## config.mk

```make
export PLATFORM = sky130hd
export DESIGN_NAME = nco_step_gen
export DESIGN_NICKNAME = d
export VERILOG_FILES = /design/src/rtl/nco_step_gen_pkg.sv /design/src/rtl/nco_step_gen_base_rom.sv /design/src/rtl/nco_step_gen.sv
export SDC_FILE = /design/constraint.sdc
export NUM_CORES = 1
export LEC_CHECK = 0
export ABC_AREA = 1
export CAP_MARGIN = 10
export CORE_MARGIN = 3
export CORE_UTILIZATION = 48
export DETAILED_ROUTE_END_ITERATION = 7
export PLACE_DENSITY_LB_ADDON = 0.2
export SKIP_LAST_GASP = 1
export SYNTH_ARGS = -nofsm -noshare
export SYNTH_HDL_FRONTEND = slang
export SYNTH_SLANG_ARGS = --single-unit
```

## constraint.sdc

```tcl
create_clock -name i_clk -period 13.2 [get_ports i_clk]
set_clock_uncertainty 0.1 [all_clocks]
set_input_delay 1.98 -clock i_clk [delete_from_list [all_inputs] [get_ports i_clk]]
set_output_delay 1.98 -clock i_clk [all_outputs]
set_load 0.03 [all_outputs]
```

## src/rtl/nco_step_gen_pkg.sv

```systemverilog
// Purpose : shared constants, FSM state type and semitone table for nco_step_gen.
// Latency : n/a (declarations only).
// Backpr. : n/a.
package nco_step_gen_pkg;

  localparam int NOTE_OFFSET = 4;   // MIDI note 0 maps to table semitone 4
  localparam int SEMIS       = 12;  // semitones per octave
  localparam int TOP_OCT     = 10;  // octave holding the table's native pitch

  typedef enum logic [2:0] {
    ST_IDLE,
    ST_DIV,
    ST_LOOK,
    ST_INTERP,
    ST_SCALE,
    ST_DONE
  } state_t;

  // Steps for notes 116..127 at 16 bits; every other octave is derived from these.
  function automatic logic [15:0] base_val(input logic [3:0] idx);
    case (idx)
      4'd0:    base_val = 16'd13609;
      4'd1:    base_val = 16'd14418;
      4'd2:    base_val = 16'd15275;
      4'd3:    base_val = 16'd16184;
      4'd4:    base_val = 16'd17146;
      4'd5:    base_val = 16'd18165;
      4'd6:    base_val = 16'd19246;
      4'd7:    base_val = 16'd20390;
      4'd8:    base_val = 16'd21602;
      4'd9:    base_val = 16'd22887;
      4'd10:   base_val = 16'd24248;
      4'd11:   base_val = 16'd25690;
      default: base_val = 16'd0;
    endcase
  endfunction

endpackage

```

## src/rtl/nco_step_gen_base_rom.sv

```systemverilog
// Purpose : 12-entry semitone table with two read ports (lo = semi, hi = next semi).
// Latency : 1 clock, registered outputs, only updates when i_ce is high.
// Backpr. : none; caller controls read timing through i_ce.
// Ports   : i_clk, i_rst (sync, active high), i_ce, i_semi (0..11),
//           o_lo / o_hi (STEP_W+1 bits, table values pre-scaled by 2^(STEP_W-16)).
module nco_step_gen_base_rom
  import nco_step_gen_pkg::*;
#(
  parameter int STEP_W = 16
) (
  input  logic              i_clk,
  input  logic              i_rst,
  input  logic              i_ce,
  input  logic [3:0]        i_semi,
  output logic [STEP_W:0]   o_lo,
  output logic [STEP_W:0]   o_hi
);

  localparam int SH = STEP_W - 16;

  logic [16:0] w_lo16;
  logic [16:0] w_hi16;

  always_comb begin
    w_lo16 = {1'b0, base_val(i_semi)};
    // Above the last semitone the next entry is the first one an octave up.
    if (i_semi == 4'(SEMIS - 1)) begin
      w_hi16 = {base_val(4'd0), 1'b0};
    end else begin
      w_hi16 = {1'b0, base_val(i_semi + 4'd1)};
    end
  end

  always_ff @(posedge i_clk) begin
    if (i_rst) begin
      o_lo <= '0;
      o_hi <= '0;
    end else if (i_ce) begin
      o_lo <= (STEP_W + 1)'(w_lo16) << SH;
      o_hi <= (STEP_W + 1)'(w_hi16) << SH;
    end
  end

endmodule

```

## src/rtl/nco_step_gen.sv

```systemverilog
// Purpose : MIDI note + fine tune -> NCO phase step, stored per voice with readback.
// Latency : o_out_valid oct+5 CE clocks after the accept edge (accept edge counted as 1).
// Backpr. : o_req_ready low while busy; requests are not queued, requester holds i_req_valid.
// Ports   : i_clk, i_rst (sync, active high), i_ce (global hold),
//           i_req_valid/o_req_ready + i_req_voice/i_req_note/i_req_fine request port,
//           o_out_valid pulse with o_out_voice/o_out_step, i_rd_voice -> o_rd_step readback.
module nco_step_gen
  import nco_step_gen_pkg::*;
#(
  parameter int VOICES  = 4,
  parameter int VOICE_W = 2,
  parameter int FRAC_W  = 8,
  parameter int STEP_W  = 16
) (
  input  logic               i_clk,
  input  logic               i_rst,
  input  logic               i_ce,
  input  logic               i_req_valid,
  output logic               o_req_ready,
  input  logic [VOICE_W-1:0] i_req_voice,
  input  logic [6:0]         i_req_note,
  input  logic [FRAC_W-1:0]  i_req_fine,
  output logic               o_out_valid,
  output logic [VOICE_W-1:0] o_out_voice,
  output logic [STEP_W-1:0]  o_out_step,
  input  logic [VOICE_W-1:0] i_rd_voice,
  output logic [STEP_W-1:0]  o_rd_step
);

  localparam int XW = STEP_W + 1;  // interpolation width, holds 2*BASE[0]

  state_t             r_state;
  logic [VOICE_W-1:0] r_voice;
  logic [FRAC_W-1:0]  r_fine;
  logic [7:0]         r_rem;
  logic [3:0]         r_oct;
  logic [XW-1:0]      r_x;
  logic [STEP_W-1:0]  r_step_reg [VOICES];

  logic               w_rom_en;
  logic [XW-1:0]      w_lo;
  logic [XW-1:0]      w_hi;
  logic [XW-1:0]      w_diff;
  logic [XW+FRAC_W-1:0] w_prod;
  logic [XW-1:0]      w_x_next;
  logic [3:0]         w_shift;
  logic [XW:0]        w_half;
  logic [XW:0]        w_sum;
  logic [STEP_W-1:0]  w_step;

  // After DIV, r_rem is the semitone; the ROM samples it in LOOK.
  assign w_rom_en = i_ce && (r_state == ST_LOOK);

  nco_step_gen_base_rom #(
    .STEP_W (STEP_W)
  ) u_rom (
    .i_clk  (i_clk),
    .i_rst  (i_rst),
    .i_ce   (w_rom_en),
    .i_semi (r_rem[3:0]),
    .o_lo   (w_lo),
    .o_hi   (w_hi)
  );

  // Linear interpolation between neighbouring semitones, fraction truncated.
  always_comb begin
    w_diff   = w_hi - w_lo;
    w_prod   = (XW + FRAC_W)'(w_diff) * (XW + FRAC_W)'(r_fine);
    w_x_next = w_lo + XW'(w_prod >> FRAC_W);
  end

  // Octave fold: divide by 2^(10-oct), rounding half up.
  always_comb begin
    w_shift = 4'(TOP_OCT) - r_oct;
    w_half  = '0;
    if (w_shift != 4'd0) begin
      w_half = (XW + 1)'(1) << (w_shift - 4'd1);
    end
    w_sum  = {1'b0, r_x} + w_half;
    w_step = STEP_W'(w_sum >> w_shift);
  end

  always_ff @(posedge i_clk) begin
    if (i_rst) begin
      r_state     <= ST_IDLE;
      o_req_ready <= 1'b1;
      o_out_valid <= 1'b0;
      o_out_voice <= '0;
      o_out_step  <= '0;
      o_rd_step   <= '0;
      r_voice     <= '0;
      r_fine      <= '0;
      r_rem       <= '0;
      r_oct       <= '0;
      r_x         <= '0;
      for (int v = 0; v < VOICES; v++) begin
        r_step_reg[v] <= '0;
      end
    end else if (i_ce) begin
      o_out_valid <= 1'b0;
      // Read happens before any SCALE write lands, so a same-voice write shows next cycle.
      if (32'(i_rd_voice) < VOICES) begin
        o_rd_step <= r_step_reg[i_rd_voice];
      end else begin
        o_rd_step <= '0;
      end

      case (r_state)
        ST_IDLE: begin
          if (i_req_valid) begin
            r_voice     <= i_req_voice;
            r_fine      <= i_req_fine;
            r_rem       <= {1'b0, i_req_note} + 8'(NOTE_OFFSET);
            r_oct       <= '0;
            o_req_ready <= 1'b0;
            r_state     <= ST_DIV;
          end
        end
        ST_DIV: begin
          // Repeated subtraction: oct+1 cycles, leaves the semitone in r_rem.
          if (r_rem >= 8'(SEMIS)) begin
            r_rem <= r_rem - 8'(SEMIS);
            r_oct <= r_oct + 4'd1;
          end else begin
            r_state <= ST_LOOK;
          end
        end
        ST_LOOK: begin
          r_state <= ST_INTERP;
        end
        ST_INTERP: begin
          r_x     <= w_x_next;
          r_state <= ST_SCALE;
        end
        ST_SCALE: begin
          if (32'(r_voice) < VOICES) begin
            r_step_reg[r_voice] <= w_step;
          end
          o_out_step  <= w_step;
          o_out_voice <= r_voice;
          o_out_valid <= 1'b1;
          r_state     <= ST_DONE;
        end
        ST_DONE: begin
          o_req_ready <= 1'b1;
          r_state     <= ST_IDLE;
        end
        default: begin
          o_req_ready <= 1'b1;
          r_state     <= ST_IDLE;
        end
      endcase
    end
  end

endmodule

```

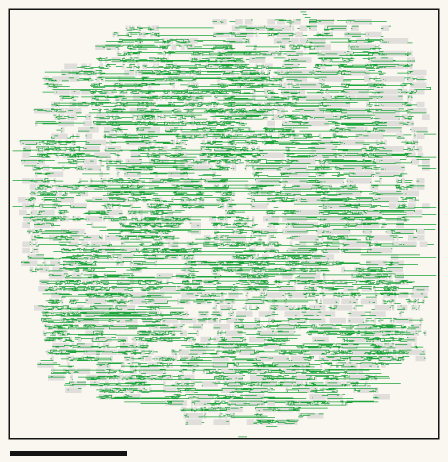
(images/met1.png)
The bar under the picture is 50 um long.
- longest straight run: 79.6 um
- share of all routed wire: 46%
- wire length on this layer: 19000 um
- main direction: horizontal
vias: 13.5k
M1 GR Usage: 0.348

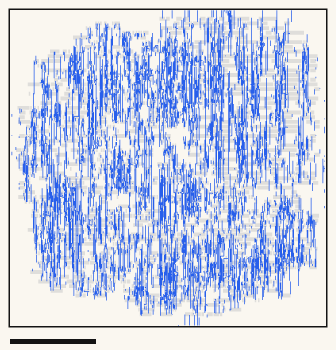
(images/met2.png)
The bar under the picture is 50 um long.
- nets with wire on the layer: 1854
- share of all routed wire: 45%
- wire length on this layer: 18600 um
- main direction: vertical
- longest straight run: 64.9 um
final wirelength: 41.4 mm
met2 Usage GRT: 0.401

==> out/results.txt <==
outcome: finished clean
post-CTS sizing: 0
Critical Path Max Stage Delay: 0.68 ns
count of final setup violators: 0
Synth Flop Type: dfxtp_1
Inst Count DP: 2431
EDFF count, synth: 64
tool warnings: 42
Post-Syn Instances: 2036
Die Size: 33600 um2
Placer Congestion: 0.943
combinational share of power: 0.631
cts-stage hold buffer count: 0
nature of the critical path endpoint: flop
nets@finish: 2279
vias in the first global route: 13.0k
GR peak layer: met2
Worst R2R Start: u_rom.o_lo[2]$_SDFFE_PP0P_
Reg power frac: 0.201
# clock sinks: 172
Starting DRT DRC Count: 1012
Tot Pwr: 3.10 mW
Vias/cell: 5.47
met2 WL: 18.6 mm
overall global routing resource usage: 0.251
synth cell count leaders: nand2_1 (371), inv_1 (312), nor2_1 (268)
Pre-antenna DRT Iters: 6
top layer in use: met4
min Tclk post-route: 7.67 ns
Non-Clock Buffer Count: 67
CP max-delay cell: xor2_1
Area leader share: 0.143
port bufs: 58
fp util: 0.490
Syn Nets: 2261
WP depth: 35
Core Area: 30700 um2
fmax: 130 MHz
Antenna diodes: 0
CP top delay family: adder cells
Cell Pwr Density: 187 nW/um2
most used cell, CP: inv_1
==> logic make-up after synthesis <==
group	count (synthesis)	synth area share
muxes	17	0.0113
buffers and inverters	398	0.102
xor gates and xnor gates	36	0.0219
adders and majority gates	202	0.213
and+or+nand+nor	907	0.263
AOI/OAI and AO/OA	304	0.118
DFF	172	0.271
==> worst min-delay path by stage <==
stage | startpoint | to | slack, ns | cells after the start
floorplan | u_rom.o_hi[0]$_SDFFE_PP0P_ | u_rom.o_hi[0]$_SDFFE_PP0P_ | 0.34 | 2
global placement | o_out_step[14]$_SDFFE_PP0P_ | o_out_step[14]$_SDFFE_PP0P_ | 0.34 | 2
detailed placement | o_out_step[1]$_SDFFE_PP0P_ | o_out_step[1]$_SDFFE_PP0P_ | 0.34 | 2
CTS | o_out_step[1]$_SDFFE_PP0P_ | o_out_step[1]$_SDFFE_PP0P_ | 0.36 | 2
global route | o_out_step[15]$_SDFFE_PP0P_ | o_out_step[15]$_SDFFE_PP0P_ | 0.37 | 2
finish | o_out_step[0]$_SDFFE_PP0P_ | o_out_step[0]$_SDFFE_PP0P_ | 0.36 | 2
==> cells in the final DEF, fill, tap and decap left out, types with 5 or more instances in the layout <==
cell type	n
nor3_1	13
inv_2	18
and2_1	7
or2_2	8
a221oi_1	9
a31oi_1	6
o21ai_0	103
inv_1	311
buf_4	9
nand4_1	16
ha_1	110
clkdlybuf4s50_1	58
mux2i_1	17
fa_1	92
nand2_1	371
nand3_1	172
clkinv_8	5
o21bai_1	6
nor2_1	268
o211ai_1	8
a21oi_1	108
clkbuf_16	17
nand2_2	9
xor2_1	21
o221ai_1	21
a211oi_1	6
nand3_2	24
xnor2_1	12
edfxtp_1	64
o21ai_1	10
o21a_1	6
dfxtp_1	108
No activity file was given, so power comes from the tool's default toggle rates.
